`src/rtl/ssd_scan_ctrl.sv`:
```
// ---------------------------------------------------------------------------
// ssd_scan_ctrl
//
// Time-multiplexing scan controller for a multi-digit seven-segment display.
// One digit is lit per slot of TICK_DIV clocks. The first GUARD_CYCLES clocks
// of every slot keep all anodes off, so the previous digit's cathode pattern
// cannot ghost onto the next anode. The displayed image is double-buffered:
// new images land in a pending buffer through a valid/ready handshake and are
// copied into the active buffer only at a frame boundary. In IDLE they are
// copied on the cycle after the load, so the display never tears.
//
// Build option:
//   SSD_LEADING_ZERO_BLANK_EN - when defined, digits k > 0 whose nibble and
//                               all higher nibbles are zero show no segments.
//                               Digit 0 always shows. The decimal point is
//                               unaffected.
//
// Parameters:
//   NUM_DIGITS   - digits scanned; digit k drives an[k]
//   TICK_DIV     - clocks per digit slot (>= 2)
//   GUARD_CYCLES - blanked clocks at the start of each slot (< TICK_DIV)
//
// Ports:
//   clk        in   master clock
//   reset      in   asynchronous, active-high reset
//   enable     in   scan enable; low blanks the display and parks in IDLE
//   load_valid in   new image offered
//   load_data  in   hex nibbles, digit k = load_data[4k+3:4k]
//   load_dp    in   decimal point per digit, 1 = lit
//   load_ready out  pending buffer empty; load taken on valid && ready
//   an         out  anodes, active-low
//   seg        out  cathodes {g,f,e,d,c,b,a}, active-low
//   dp         out  decimal point, active-low
//   frame_done out  one-cycle pulse with the last cycle of the last slot
// ---------------------------------------------------------------------------
module ssd_scan_ctrl #(
  parameter int NUM_DIGITS   = 4,
  parameter int TICK_DIV     = 100000,
  parameter int GUARD_CYCLES = 1000
) (
  input  logic                    clk,
  input  logic                    reset,
  input  logic                    enable,
  input  logic                    load_valid,
  input  logic [4*NUM_DIGITS-1:0] load_data,
  input  logic [NUM_DIGITS-1:0]   load_dp,
  output logic                    load_ready,
  output logic [NUM_DIGITS-1:0]   an,
  output logic [6:0]              seg,
  output logic                    dp,
  output logic                    frame_done
);

  localparam int PW = $clog2(TICK_DIV);
  localparam int IW = (NUM_DIGITS > 1) ? $clog2(NUM_DIGITS) : 1;

  localparam logic [PW-1:0] P_LAST = PW'(TICK_DIV - 1);
  localparam logic [PW-1:0] G_LAST = (GUARD_CYCLES > 0) ? PW'(GUARD_CYCLES - 1) : '0;
  localparam logic [IW-1:0] I_LAST = IW'(NUM_DIGITS - 1);

  typedef enum logic [1:0] {
    ST_IDLE  = 2'd0,
    ST_GUARD = 2'd1,
    ST_DRIVE = 2'd2
  } state_t;

  // A slot opens in GUARD unless there is no guard time at all.
  localparam state_t ST_SLOT = (GUARD_CYCLES > 0) ? ST_GUARD : ST_DRIVE;

  // Active-low {g,f,e,d,c,b,a} pattern for one hex nibble.
  function automatic logic [6:0] hex7(input logic [3:0] nib);
    case (nib)
      4'h0:    hex7 = 7'b1000000;
      4'h1:    hex7 = 7'b1111001;
      4'h2:    hex7 = 7'b0100100;
      4'h3:    hex7 = 7'b0110000;
      4'h4:    hex7 = 7'b0011001;
      4'h5:    hex7 = 7'b0010010;
      4'h6:    hex7 = 7'b0000010;
      4'h7:    hex7 = 7'b1111000;
      4'h8:    hex7 = 7'b0000000;
      4'h9:    hex7 = 7'b0010000;
      4'hA:    hex7 = 7'b0001000;
      4'hB:    hex7 = 7'b0000011;
      4'hC:    hex7 = 7'b1000110;
      4'hD:    hex7 = 7'b0100001;
      4'hE:    hex7 = 7'b0000110;
      default: hex7 = 7'b0001110;
    endcase
  endfunction

  // -------------------------------------------------------------------------
  // Registers
  // -------------------------------------------------------------------------
  state_t                  r_state;
  logic [PW-1:0]           r_presc;
  logic [IW-1:0]           r_idx;
  logic [4*NUM_DIGITS-1:0] r_act_data;
  logic [NUM_DIGITS-1:0]   r_act_dp;
  logic [4*NUM_DIGITS-1:0] r_pend_data;
  logic [NUM_DIGITS-1:0]   r_pend_dp;
  logic                    r_pend_full;
  logic [NUM_DIGITS-1:0]   r_an;
  logic [6:0]              r_seg;
  logic                    r_dp;
  logic                    r_frame_done;

  // -------------------------------------------------------------------------
  // Combinational signals
  // -------------------------------------------------------------------------
  state_t                  w_state_nxt;
  logic                    w_accept;
  logic                    w_boundary;
  logic                    w_swap;
  logic [3:0]              w_nib;
  logic                    w_dp_sel;
  logic                    w_digit_blank;
  logic [NUM_DIGITS-1:0]   w_an_nxt;
  logic [6:0]              w_seg_nxt;
  logic                    w_dp_nxt;

  assign w_accept   = load_valid && !r_pend_full;
  assign w_boundary = (r_state == ST_DRIVE) && (r_idx == I_LAST) && (r_presc == P_LAST);
  // Both are gated by pending-full, so an accept and a swap never coincide:
  // a load taken in the boundary cycle waits for the following boundary.
  assign w_swap     = r_pend_full && (w_boundary || (r_state == ST_IDLE));

  // -------------------------------------------------------------------------
  // FSM: state register
  // -------------------------------------------------------------------------
  // NOTE: clocked state uses non-blocking assignments so every register samples
  // pre-edge values, independent of the order the always blocks run in.
  always_ff @(posedge clk or posedge reset) begin
    if (reset) r_state <= ST_IDLE;
    else       r_state <= w_state_nxt;
  end

  // -------------------------------------------------------------------------
  // FSM: next-state logic
  // -------------------------------------------------------------------------
  // NOTE: every always_comb output gets a default first, so no path can hold a
  // previous value and infer a latch.
  always_comb begin
    w_state_nxt = r_state;
    if (!enable) begin
      w_state_nxt = ST_IDLE;
    end else begin
      case (r_state)
        ST_IDLE:  w_state_nxt = ST_SLOT;
        ST_GUARD: if (r_presc == G_LAST) w_state_nxt = ST_DRIVE;
        ST_DRIVE: if (r_presc == P_LAST) w_state_nxt = ST_SLOT;
        default:  w_state_nxt = ST_IDLE;
      endcase
    end
  end

  // -------------------------------------------------------------------------
  // Prescaler and digit index: cleared whenever the scan is parked.
  // -------------------------------------------------------------------------
  always_ff @(posedge clk or posedge reset) begin
    if (reset) begin
      r_presc <= '0;
      r_idx   <= '0;
    end else if (!enable || (r_state == ST_IDLE)) begin
      r_presc <= '0;
      r_idx   <= '0;
    end else if (r_presc == P_LAST) begin
      r_presc <= '0;
      r_idx   <= (r_idx == I_LAST) ? '0 : r_idx + 1'b1;
    end else begin
      r_presc <= r_presc + 1'b1;
    end
  end

  // -------------------------------------------------------------------------
  // Double-buffered image
  // -------------------------------------------------------------------------
  // NOTE: both image buffers are reset on purpose: a reset must blank the
  // display and discard the old image, not leave stale digits behind.
  always_ff @(posedge clk or posedge reset) begin
    if (reset) begin
      r_act_data  <= '0;
      r_act_dp    <= '0;
      r_pend_data <= '0;
      r_pend_dp   <= '0;
      r_pend_full <= 1'b0;
    end else begin
      if (w_swap) begin
        r_act_data  <= r_pend_data;
        r_act_dp    <= r_pend_dp;
        r_pend_full <= 1'b0;
      end
      if (w_accept) begin
        r_pend_data <= load_data;
        r_pend_dp   <= load_dp;
        r_pend_full <= 1'b1;
      end
    end
  end

  assign load_ready = !r_pend_full;

  // -------------------------------------------------------------------------
  // Digit select from the active image
  // -------------------------------------------------------------------------
  always_comb begin
    w_nib    = '0;
    w_dp_sel = 1'b0;
    for (int k = 0; k < NUM_DIGITS; k++) begin
      if (r_idx == IW'(k)) begin
        w_nib    = r_act_data[4*k +: 4];
        w_dp_sel = r_act_dp[k];
      end
    end
  end

`ifdef SSD_LEADING_ZERO_BLANK_EN
  // w_lz[k] is set when nibbles k..NUM_DIGITS-1 are all zero; digit 0 is
  // never a leading zero.
  logic [NUM_DIGITS-1:0] w_lz;
  logic                  w_zero_run;

  always_comb begin
    w_lz       = '0;
    w_zero_run = 1'b1;
    for (int k = NUM_DIGITS - 1; k > 0; k--) begin
      w_zero_run = w_zero_run && (r_act_data[4*k +: 4] == 4'h0);
      w_lz[k]    = w_zero_run;
    end
  end

  assign w_digit_blank = w_lz[r_idx];
`else
  assign w_digit_blank = 1'b0;
`endif

  // -------------------------------------------------------------------------
  // FSM: output logic
  // -------------------------------------------------------------------------
  // Enable is looked at directly, so dropping it blanks the pins one cycle
  // later rather than two.
  always_comb begin
    w_an_nxt  = '1;
    w_seg_nxt = 7'h7F;
    w_dp_nxt  = 1'b1;
    if (enable && (r_state == ST_DRIVE)) begin
      w_an_nxt[r_idx] = 1'b0;
      w_seg_nxt       = w_digit_blank ? 7'h7F : hex7(w_nib);
      w_dp_nxt        = !w_dp_sel;
    end
  end

  // Output registers. frame_done is registered with the pins so that it
  // lines up with the last visible cycle of the last digit.
  always_ff @(posedge clk or posedge reset) begin
    if (reset) begin
      r_an         <= '1;
      r_seg        <= 7'h7F;
      r_dp         <= 1'b1;
      r_frame_done <= 1'b0;
    end else begin
      r_an         <= w_an_nxt;
      r_seg        <= w_seg_nxt;
      r_dp         <= w_dp_nxt;
      r_frame_done <= w_boundary;
    end
  end

  assign an         = r_an;
  assign seg        = r_seg;
  assign dp         = r_dp;
  assign frame_done = r_frame_done;

endmodule
```
`config.mk`:
```
export PLATFORM = sky130hd
export DESIGN_NAME = ssd_scan_ctrl
export DESIGN_NICKNAME = d
export VERILOG_FILES = /design/src/rtl/ssd_scan_ctrl.sv
export SDC_FILE = /design/constraint.sdc
export NUM_CORES = 1
export LEC_CHECK = 0
export CORE_MARGIN = 8
export CORE_UTILIZATION = 45
export DETAILED_ROUTE_END_ITERATION = 8
export PLACE_DENSITY = 0.62
export RECOVER_POWER = 50
export SLEW_MARGIN = 20
export SYNTH_ARGS = -nofsm -noshare
export SYNTH_HDL_FRONTEND = slang
export SYNTH_SLANG_ARGS = --single-unit
```
`constraint.sdc`:
```
create_clock -name clk -period 5.7 [get_ports clk]
set_input_delay 1.14 -clock clk [delete_from_list [all_inputs] [get_ports clk]]
set_output_delay 1.14 -clock clk [all_outputs]
set_load 0.005 [all_outputs]
```
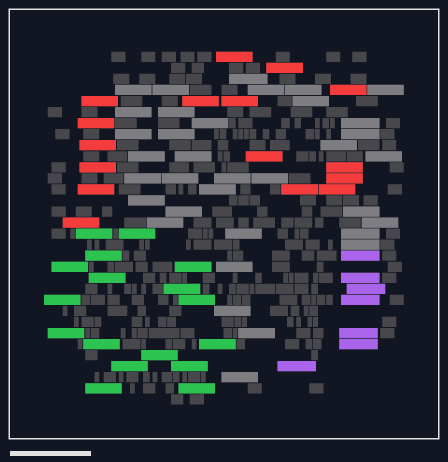
Figure 1: run 1, sequential cells grouped by signal name.
The bar under the picture is 20 um long.
legend:
  purple:
    name_in_the_netlist: `seg`
    sequential_cells: 7
  green:
    name_in_the_netlist: `r_presc`
    sequential_cells: 17
  red:
    name_in_the_netlist: `r_pend_data`
    sequential_cells: 16

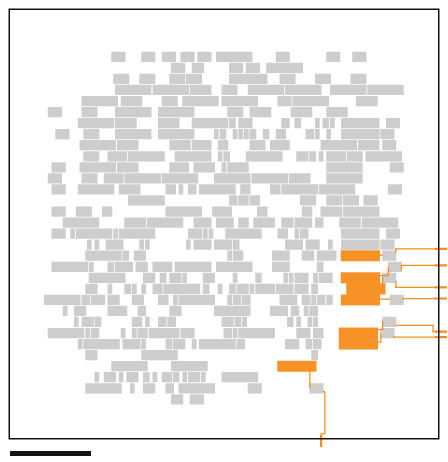
Figure 2: run 1, I/O nets highlighted.
The bar under the picture is 20 um long.
legend:
  orange:
    port: `seg`
    bits: 7
    direction: output
    end_cells: 7
    buffers: 7
    wire: 97.3 um

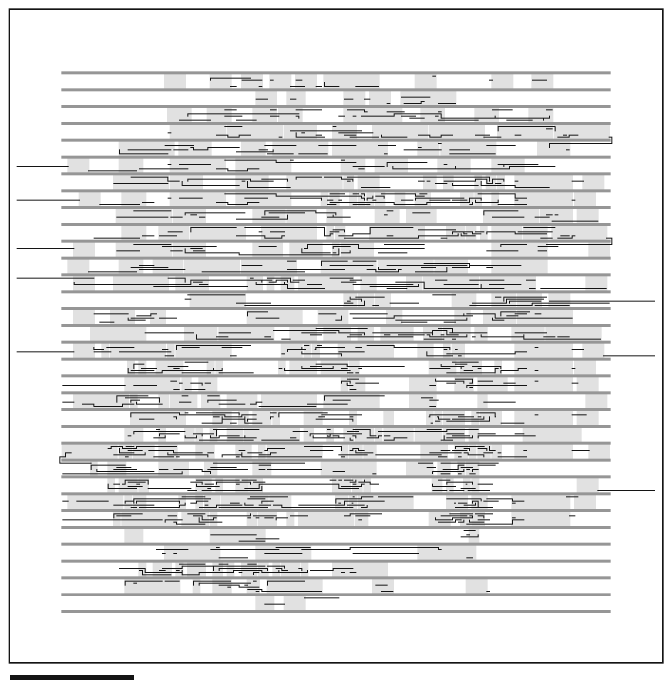
Figure 3: run 1, M1 wires.
The bar under the picture is 20 um long. Supply wires on this layer in gray.
share of all routed wire: 50%
main direction: horizontal
nets with wire on the layer: 321
longest straight run: 23.0 um
DRT Wirelength: 6.48 mm
via count: 2191
routing usage on met1: 16.8%

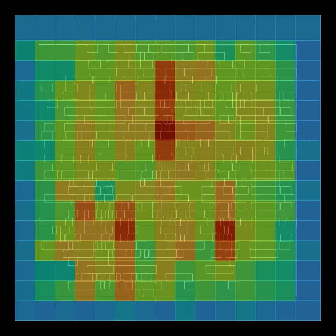
Figure 4: run 1, routing congestion map.
GR peak layer: met2
met3 Track Usage GR: 5.12%
Overall Global Routing Usage: 12.7%

==> results.sh, run 1 <==
# yosys + openroad results
export IMPL_grt_setup_unrepaired="no"
export IMPL_crit_path_end_kind="async pin"
export IMPL_fp_util_pct=46.5
export IMPL_preCtsSetupSlack_ps=2700
export IMPL_area_growth_pct=16.7
export IMPL_cpMaxStageDelayCell="inv_1"
export IMPL_wl_met1_mm=3.23
export IMPL_whs_ps=496
export IMPL_grtUsageMet2_pct=18.8
export IMPL_layout_nets=368
export IMPL_drv_cap=0
export IMPL_yosysSeqAreaShare_pct=52.6
export IMPL_grt_remaining_overflow=0
export IMPL_worst_ep_arrival_time_ps=3070
export IMPL_clock_path_buffers=2
export IMPL_hold_buffers=0
export IMPL_crit_chain="dlygate4sd3_1 > inv_1 > buf_4"
export IMPL_cp_slowest_stage_delay_ps=730
export IMPL_top_layer_used="met4"
export IMPL_chipWidth_um=105
export IMPL_r2r_slack_ps=3080
export IMPL_drtAntennaViolNets=0
export IMPL_r2r_cells=9
export IMPL_dieArea_um2=11100
export IMPL_yosys_warnings=0
export IMPL_hpwl_mm=4.57
export IMPL_crit_fanout=48
export IMPL_grt_pass1_vias=2349
export IMPL_slew_viol_final=0
export IMPL_fillCellCount=689
export IMPL_maxSlewHeadroom_pct=31.1
export IMPL_top_cell_area_share_pct=43.9
export IMPL_r2r_start="r_idx[1]"
export IMPL_grt_start_max_net_pins=49
export IMPL_synth_area_um2=3590
export IMPL_numPortBuffers=37
export IMPL_ys_flop_type="dfrtp_1"
export IMPL_outcome="completed"
export IMPL_synth_avg_cell_area_um2=12.2
export IMPL_timing_fmax_mhz=378
export IMPL_fin_ws_ps=3050
export IMPL_synthCells=295
export IMPL_setup_violations=0
export IMPL_clock_sinks=75
export IMPL_design_area_um2=4190
export IMPL_tightest_slew_ps=1030
export IMPL_layout_drive_gt1_share_pct=24.6
export IMPL_r2r_end="seg[5]"
export IMPL_cts_resized=0
export IMPL_drt_initial_drc_count=71
export IMPL_synth_flops=75
export IMPL_hold_depth=1
export IMPL_die_height_um=105
export IMPL_crit_buf_inv=3
export IMPL_min_from="r_presc[0]"
export IMPL_drtPass1Iterations=4
export IMPL_fin_skew_ps=12.6
export IMPL_cp_top_family="buffers and inverters"
export IMPL_warnings=35
export IMPL_largest_area_cell="dfrtp_1"
run 1: power by group:
group	switching, uW	internal [uW]	leakage, uW
clock network	192	179	0.0000949
registers	71.2	649	0.000911
logic	162	223	0.000823
run 1: final cells by class:
cell class              count  area, um^2  share of cell area (%)
multi-input cells         197        1570                    37.5
flip-flops and latches     75        1890                    45.1
clock buffers              11         151                    3.61
clock inverters             5        27.5                   0.656
well taps                 102         128                    3.04
inverters                  10        37.5                   0.895
repair buffers             39         385                    9.19
run 1: metrics by stage:
step / cells / total power, uW
3_5_place_dp: 423 / 1110
3_3_place_gp: 423 / 1100
6_report: 439 / 1480
4_1_cts: 439 / 1490
5_1_grt: 439 / 1570
2_1_floorplan: 295 / 1020
run 1: sequential cells by signal, summed over array words and instances (netlist names):
name         count
frame_done       1
an               4
seg              7
r_state          2
r_act_data      16
dp               1
r_presc         17
r_pend_data     16
r_pend_dp        4
r_pend_full      1
r_act_dp         4
r_idx            2
run 1: synthesized netlist by cell type, drive strengths merged, types with 2 or more instances:
library cell and count:
a211oi 4, a21oi 5, a31oi 2, and3 3
and4 2, buf 11, clkbuf 2, dfrtp 63
dfstp 12, ha 12, inv 10, mux2 40
mux2i 4, nand2 29, nand2b 3, nand3 8
nand3b 3, nand4 5, nor2 21, nor2b 5
nor3b 3, o21ai 10, o22ai 2, or4 2
xnor2 4, xor2 11
run 1: logic make-up (layout without fill, tap and decap cells):
family / Yosys count / count (layout) / synth area share, %
buf+inv: 23 / 65 / 3.27
mux: 44 / 44 / 15.7
flops: 75 / 75 / 52.6
xor+xnor: 15 / 15 / 3.65
compound gates: 33 / 33 / 6.30
simple gates: 93 / 93 / 14.2
fa+ha+maj: 12 / 12 / 4.18
==> run 2: changes to the inputs <==
--- a/config.mk
+++ b/config.mk
@@ -8,7 +8,7 @@
 export CORE_MARGIN = 8
 export CORE_UTILIZATION = 45
 export DETAILED_ROUTE_END_ITERATION = 8
-export PLACE_DENSITY = 0.62
+export PLACE_DENSITY = 0.64
 export RECOVER_POWER = 50
 export SLEW_MARGIN = 20
 export SYNTH_ARGS = -nofsm -noshare
==> constraint.sdc (replaced) <==
create_clock -name clk -period 2.3 [get_ports clk]
set_input_delay 0.46 -clock clk [delete_from_list [all_inputs] [get_ports clk]]
set_output_delay 0.46 -clock clk [all_outputs]
set_load 0.005 [all_outputs]
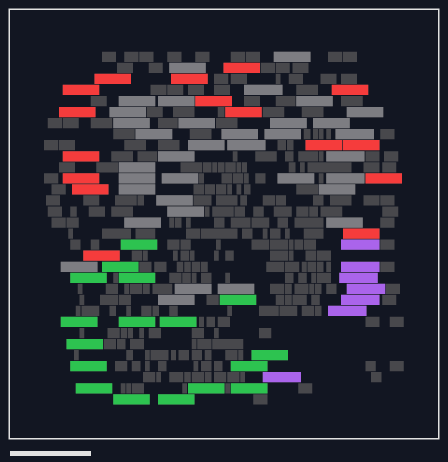
Figure 5: run 2, sequential cells grouped by signal name.
The bar under the picture is 20 um long.
legend:
  red:
    name_in_the_netlist: `r_pend_data`
    sequential_cells: 16
  purple:
    name_in_the_netlist: `seg`
    sequential_cells: 7
  green:
    name_in_the_netlist: `r_presc`
    sequential_cells: 17
not colored: 35
Finished Core Util: 56.0%
sequential portion of the cell area: 43.7%

==> run 2 against run 1 <==
Net effect:
- first-iteration DRC count up 30%
- critical path depth up 6
- die size unchanged
- largest power group unchanged
- combinational power rose to 2.7 times the previous value
- synthesized area unchanged
- global-route usage down 0.26 points
- worst setup slack worse by 2900 ps
- utilization up 1.7 points
- via count up 3.7%
- clock power rose to 2.6 times the previous value
- clock skew up 0.81 ps
- clock-buffer cell count down 1
==> results.sh, run 2 <==
# yosys + openroad results
export IMPL_core_um2=7730
export IMPL_synth_stat_cells=295
export IMPL_vias=2273
export IMPL_chipWidth_um=105
export IMPL_top_register="r_presc"
export IMPL_ir_worst_vdd_uv=342
export IMPL_r2r_slack_ps=170
export IMPL_fp_util_pct=46.5
export IMPL_fp_nets=331
export IMPL_gp_congestion=0.822
export IMPL_crit_cells=9
export IMPL_largest_area_cell="dfrtp_1"
export IMPL_common_cells="dfrtp_1, nand2_1, nor2_1, mux2_2, mux2_4"
export IMPL_clock_latency_ps=340
export IMPL_r2r_end="seg[1]"
export IMPL_power_density_nw_per_um2=878
export IMPL_drv_cap=0
export IMPL_layout_drive_gt1_share_pct=28.0
export IMPL_viasPerCell=5.06
export IMPL_numPortBuffers=37
export IMPL_topCellsByArea="dfrtp_1, dfstp_2, mux2_4"
export IMPL_top_cell_area_share_pct=43.9
export IMPL_routed_wl_met3_um=254
export IMPL_crit_chain="inv_1 > ha_1 > buf_4 > nand3b_1 > a211oi_1 > buf_4 > nand2b_1 > inv_1 > a221o_1"
export IMPL_yosys_area_um2=3590
export IMPL_most_common_cell="dfrtp_1"
export IMPL_grt_remaining_overflow=0
export IMPL_wl_per_cell_um=14.3
export IMPL_worst_hold_path_type="flop to flop"
export IMPL_grt_pass1_wl_mm=11.2
export IMPL_fin_ws_ps=167
export IMPL_switchingPower_uw=1070
export IMPL_pwr_share_seq_pct=47.3
export IMPL_fin_skew_ps=13.4
export IMPL_finalCriticalPeriod_ps=2130
export IMPL_startpoint="r_idx[0]"
export IMPL_worstSetupStartpointType="flop"
export IMPL_clkTransAtPathRegs_ps=80
export IMPL_maxSlewHeadroom_pct=34.9
export IMPL_fillCellCount=650
export IMPL_cts_root_buf="clkbuf_8"
export IMPL_hold_buffers=0
export IMPL_top_regs="r_presc (17), r_act_data (16), r_pend_data (16)"
export IMPL_area_growth_pct=20.4
export IMPL_clock_sinks=75
export IMPL_synth_distinct_cells=54
export IMPL_whs_ps=498
export IMPL_crit_type="flop to flop"
export IMPL_drtAntennaViolNets=0
export IMPL_layout_top_cell="dfrtp_1"
export IMPL_cpMaxStageDelayCell="dfrtp_1"
export IMPL_finalPower_uw=3800
export IMPL_drt_initial_drc_count=92
export IMPL_outcome="completed"
export IMPL_design_portCount=38
export IMPL_warnings=35
export IMPL_met2RoutedLength_mm=2.88
export IMPL_grt_setup_unrepaired="no"
export IMPL_yosysSeqAreaShare_pct=52.6
export IMPL_top_layer_used="met4"
export IMPL_dieArea_um2=11100
export IMPL_grt_pass1_vias=2318
export IMPL_drtPass1Iterations=4
export IMPL_synth_avg_cell_area_um2=12.2
export IMPL_slew_viol_final=0
export IMPL_yosys_warnings=0
export IMPL_cp_slowest_stage_delay_ps=420
export IMPL_fin_tns_setup_ps=0
export IMPL_crit_fanout=12
export IMPL_ys_flop_type="dfrtp_1"
export IMPL_dp_cells=430
export IMPL_crit_buf_inv=4
export IMPL_crit_path_end_kind="flop"
export IMPL_layout_nets=378
export IMPL_largest_reg_flops=17
export IMPL_place_area_um2=4120
export IMPL_power_internal_uw=2730
export IMPL_hpwl_mm=4.54
export IMPL_synth_area_um2=3590
export IMPL_period_used_pct=92.7
export IMPL_cp_top_family="buffers and inverters"
export IMPL_timing_fmax_mhz=469
export IMPL_total_leakage_power_uw=0.00187
export IMPL_htree_levels=3
export IMPL_n_antenna_cell=0
export IMPL_std_cell_rows=32
export IMPL_combPwrFrac_pct=27.2
export IMPL_setup_violations=0
export IMPL_crit_end="seg[1]"
export IMPL_worstPathRequired_ps=2560
export IMPL_final_cell_count_no_fill=449
export IMPL_mostFrequentLayoutCells="dfrtp_1, clkdlybuf4s50_1, nand2_1, nor2_1"
export IMPL_drt_wl_total_mm=6.41
export IMPL_cts_buffers=9
export IMPL_r2r_cells=9
export IMPL_drc=0
export IMPL_worst_ep_arrival_time_ps=2390
export IMPL_clock_power_share_pct=25.5
export IMPL_antenna_found_initial=0
export IMPL_preCtsSetupSlack_ps=43.9
export IMPL_grt_start_max_net_pins=76
export IMPL_cts_tree="yes"
export IMPL_async_flop_share_pct=100
export IMPL_die_height_um=105
export IMPL_swShare_pct=28.2
export IMPL_synthCells=295
export IMPL_design_area_um2=4330
export IMPL_synth_flops=75
export IMPL_tightest_slew_ps=977
export IMPL_edf_count=0
export IMPL_finalHoldViolCount=0
export IMPL_r2r_start="r_idx[0]"
export IMPL_clock_path_buffers=2
export IMPL_wl_met1_mm=3.16
export IMPL_grtUsageTotal_pct=12.5
[run 2: worst min-delay path by stage]
stage                    start  slack (ps)  cells past startpoint          to
floorplan           r_presc[0]         460                      1  r_presc[0]
global route        r_presc[0]         510                      1  r_presc[0]
CTS                 r_presc[0]         500                      1  r_presc[0]
global placement    r_presc[0]         480                      1  r_presc[0]
finish              r_presc[0]         500                      1  r_presc[0]
detailed placement  r_presc[0]         490                      1  r_presc[0]
[run 2: layout make-up]
| cell class | instances | area (um^2) | share of cell area, % |
|---|---|---|---|
| Timing Repair Buffer | 49 | 470 | 10.9 |
| Clock buffer | 10 | 128 | 2.95 |
| Tap cell | 102 | 128 | 2.95 |
| Clock inverter | 6 | 65.1 | 1.50 |
| Sequential cell | 75 | 1890 | 43.7 |
| Inverter | 10 | 41.3 | 0.954 |
| Multi-Input combinational cell | 197 | 1600 | 37.0 |
[run 2: layer usage]
metal / global-route usage (%) / vias to the layer above
li1: - / 1120
met1: 16.3 / 1107
met2: 18.6 / 37
met3: 3.53 / 9
met4: 6.12 / 0
met5: 0 / -
[run 2: cell families (layout without fill, tap and decap cells)]
family                   count (synthesis)  in the layout  synth area share [%]
multiplexers                            44             44                  15.7
AND/OR/NAND/NOR                         93             93                  14.2
flip-flops                              75             75                  52.6
buffers and inverters                   23             75                  3.27
XOR/XNOR                                15             15                  3.65
AND-OR/OR-AND                           33             33                  6.30
adder cells (fa/ha/maj)                 12             12                  4.18
[run 2: timing repair]
action / in CTS / in global routing
gates resized: 0 / 6
buffers inserted: 0 / 3
setup endpoints to repair: 0 / 7
[run 2: power groups by stage]
stage	Sequential [uW]	Clock, uW	Combinational [uW]
floorplan	1740	0	784
global placement	1820	0	970
detailed placement	1820	0	995
CTS	1800	1000	998
global route	1830	1070	1140
finish	1800	969	1030
==> run 3: changes to the inputs <==
--- a/config.mk
+++ b/config.mk
@@ -8,8 +8,10 @@
 export CORE_MARGIN = 8
 export CORE_UTILIZATION = 45
 export DETAILED_ROUTE_END_ITERATION = 8
+export MAX_ROUTING_LAYER = met4
 export PLACE_DENSITY = 0.64
 export RECOVER_POWER = 50
+export REMOVE_ABC_BUFFERS = 1
 export SLEW_MARGIN = 20
 export SYNTH_ARGS = -nofsm -noshare
 export SYNTH_HDL_FRONTEND = slang
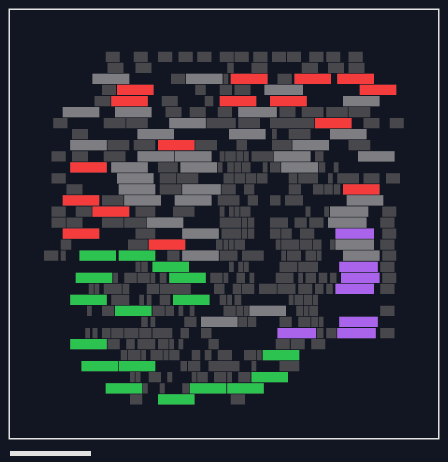
Figure 6: run 3, sequential cells grouped by signal name.
The bar under the picture is 20 um long.
legend:
  red:
    name_in_the_netlist: `r_pend_data`
    sequential_cells: 16
  green:
    name_in_the_netlist: `r_presc`
    sequential_cells: 17
  purple:
    name_in_the_netlist: `seg`
    sequential_cells: 7
not colored: 35

==> run 3 against run 2 <==
Net effect:
- synthesized cell count is the same
- routed wire length grew 5.8%
- clock skew shrank 4.4 ps
- clock-buffer cell count grew 1
- maximum frequency shrank 0.98%
- critical path type unchanged
- critical endpoint unchanged
- largest power group unchanged
- highest routed layer unchanged
==> results.sh, run 3 <==
# yosys + openroad results
export IMPL_wl_per_cell_um=15.1
export IMPL_grt_pass1_wl_mm=11.5
export IMPL_common_cells="dfrtp_1, nand2_1, nor2_1, mux2_2, mux2_4"
export IMPL_synth_area_um2=3590
export IMPL_cts_tree="yes"
export IMPL_drtAntennaViolNets=0
export IMPL_vias=2324
export IMPL_hold_end="r_presc[0]"
export IMPL_fillCellCount=679
export IMPL_grt_remaining_overflow=0
export IMPL_fin_tns_setup_ps=0
export IMPL_worst_ep_arrival_time_ps=2430
export IMPL_dp_cells=432
export IMPL_r2r_end="seg[1]"
export IMPL_fin_ws_ps=146
export IMPL_r2r_start="r_idx[1]"
export IMPL_worstPathRequired_ps=2570
export IMPL_core_um2=7730
export IMPL_dieArea_um2=11100
export IMPL_clock_sinks=75
export IMPL_hold_depth=1
export IMPL_design_area_um2=4330
export IMPL_cts_buffers=9
export IMPL_setup_violations=0
export IMPL_seq_area_um2=1890
export IMPL_gp_congestion=0.862
export IMPL_n_antenna_cell=0
export IMPL_slew_viol_final=0
export IMPL_crit_fanout=13
export IMPL_edf_count=0
export IMPL_antenna_found_initial=0
export IMPL_yosys_warnings=0
export IMPL_fin_util_pct=56.1
export IMPL_clock_latency_ps=350
export IMPL_grt_setup_unrepaired="no"
export IMPL_std_cell_rows=32
export IMPL_warnings=34
export IMPL_finalHoldViolCount=0
export IMPL_mostFrequentLayoutCells="dfrtp_1, clkdlybuf4s50_1, nand2_1, nor2_1"
export IMPL_power_density_nw_per_um2=889
export IMPL_preCtsSetupSlack_ps=75.0
export IMPL_finalCriticalPeriod_ps=2150
export IMPL_total_leakage_power_uw=0.00188
export IMPL_async_flop_share_pct=100
export IMPL_topCellsByArea="dfrtp_1, dfstp_2, mux2_4"
export IMPL_ys_flop_type="dfrtp_1"
export IMPL_tightest_slew_ps=984
export IMPL_crit_type="flop to flop"
export IMPL_crit_path_end_kind="flop"
export IMPL_period_used_pct=93.6
export IMPL_hpwl_mm=4.73
export IMPL_logic_area_um2=1600
export IMPL_whs_ps=486
export IMPL_synth_avg_cell_area_um2=12.2
export IMPL_maxSlewHeadroom_pct=34.4
export IMPL_viasPerCell=5.16
export IMPL_fp_util_pct=46.5
export IMPL_worst_hold_path_type="flop to flop"
export IMPL_chipWidth_um=105
export IMPL_synthCells=295
export IMPL_top_regs="r_presc (17), r_act_data (16), r_pend_data (16)"
export IMPL_layout_top_cell="dfrtp_1"
export IMPL_ir_worst_vdd_uv=497
export IMPL_top_register="r_presc"
export IMPL_drtPass1Iterations=4
export IMPL_outcome="completed"
export IMPL_htree_levels=3
export IMPL_timing_fmax_mhz=464
export IMPL_worstSetupStartpointType="flop"
export IMPL_fin_skew_ps=8.99
export IMPL_drt_initial_drc_count=60
export IMPL_drc=0
export IMPL_place_area_um2=4120
export IMPL_finalPower_uw=3850
export IMPL_largest_area_cell="dfrtp_1"
## run 3: cell counts after synthesis
No cell type changed its count.
## run 3: critical path: stages (launching register included)
cell and delay, ps:
dfrtp_1 410, ha_2 360, buf_4 180, a211oi_1 50, a211oi_1 250, buf_4 220, nand2b_1 200, inv_1 60
a221o_1 350
## run 3: kinds of logic after synthesis
family                     count (synthesis)  synth area share, %
AOI/OAI and AO/OA                         33                 6.30
xor gates and xnor gates                  15                 3.65
adders and majority gates                 12                 4.18
buffers and inverters                     23                 3.27
DFF                                       75                 52.6
muxes                                     44                 15.7
and+or+nand+nor                           93                 14.2
## run 3: layer usage
| metal | track usage (%) | up-vias | wire [um] |
|---|---|---|---|
| met1 | 16.5 | 1142 | 3210 |
| met4 | 6.93 | 0 | 143 |
| li1 | - | 1123 | - |
| met2 | 19.0 | 44 | 3180 |
| met5 | - | - | 0 |
| met3 | 3.35 | 15 | 246 |
## run 3: what timing repair did
action	CTS	global route
setup endpoints to repair	0	5
buffers inserted	0	2
gates resized	0	4
## run 3: worst max-delay path by stage
stage	start	end	depth (start not counted)
after detailed placement	r_idx[0]	seg[1]	8
after floorplan	reset	frame_done	1
final	r_idx[1]	seg[1]	8
after CTS	r_idx[0]	seg[1]	8
after global placement	r_idx[0]	seg[1]	8
after global routing	r_idx[0]	seg[1]	9
## run 3: area by class of cell
type	instances	share of cell area, %
sequential	75	43.7
multi-input combinational	197	36.8
timing repair buffer	50	11.0
clock buffer	11	3.26
tap	102	2.94
clock inverter	5	1.41
inverter	10	0.866
## run 3: power by group
group	switching [uW]	internal [uW]
sequential	194	1610
combinational	421	599
clock	493	537
total	1110	2740
Power is estimated from default activity; no workload was simulated.
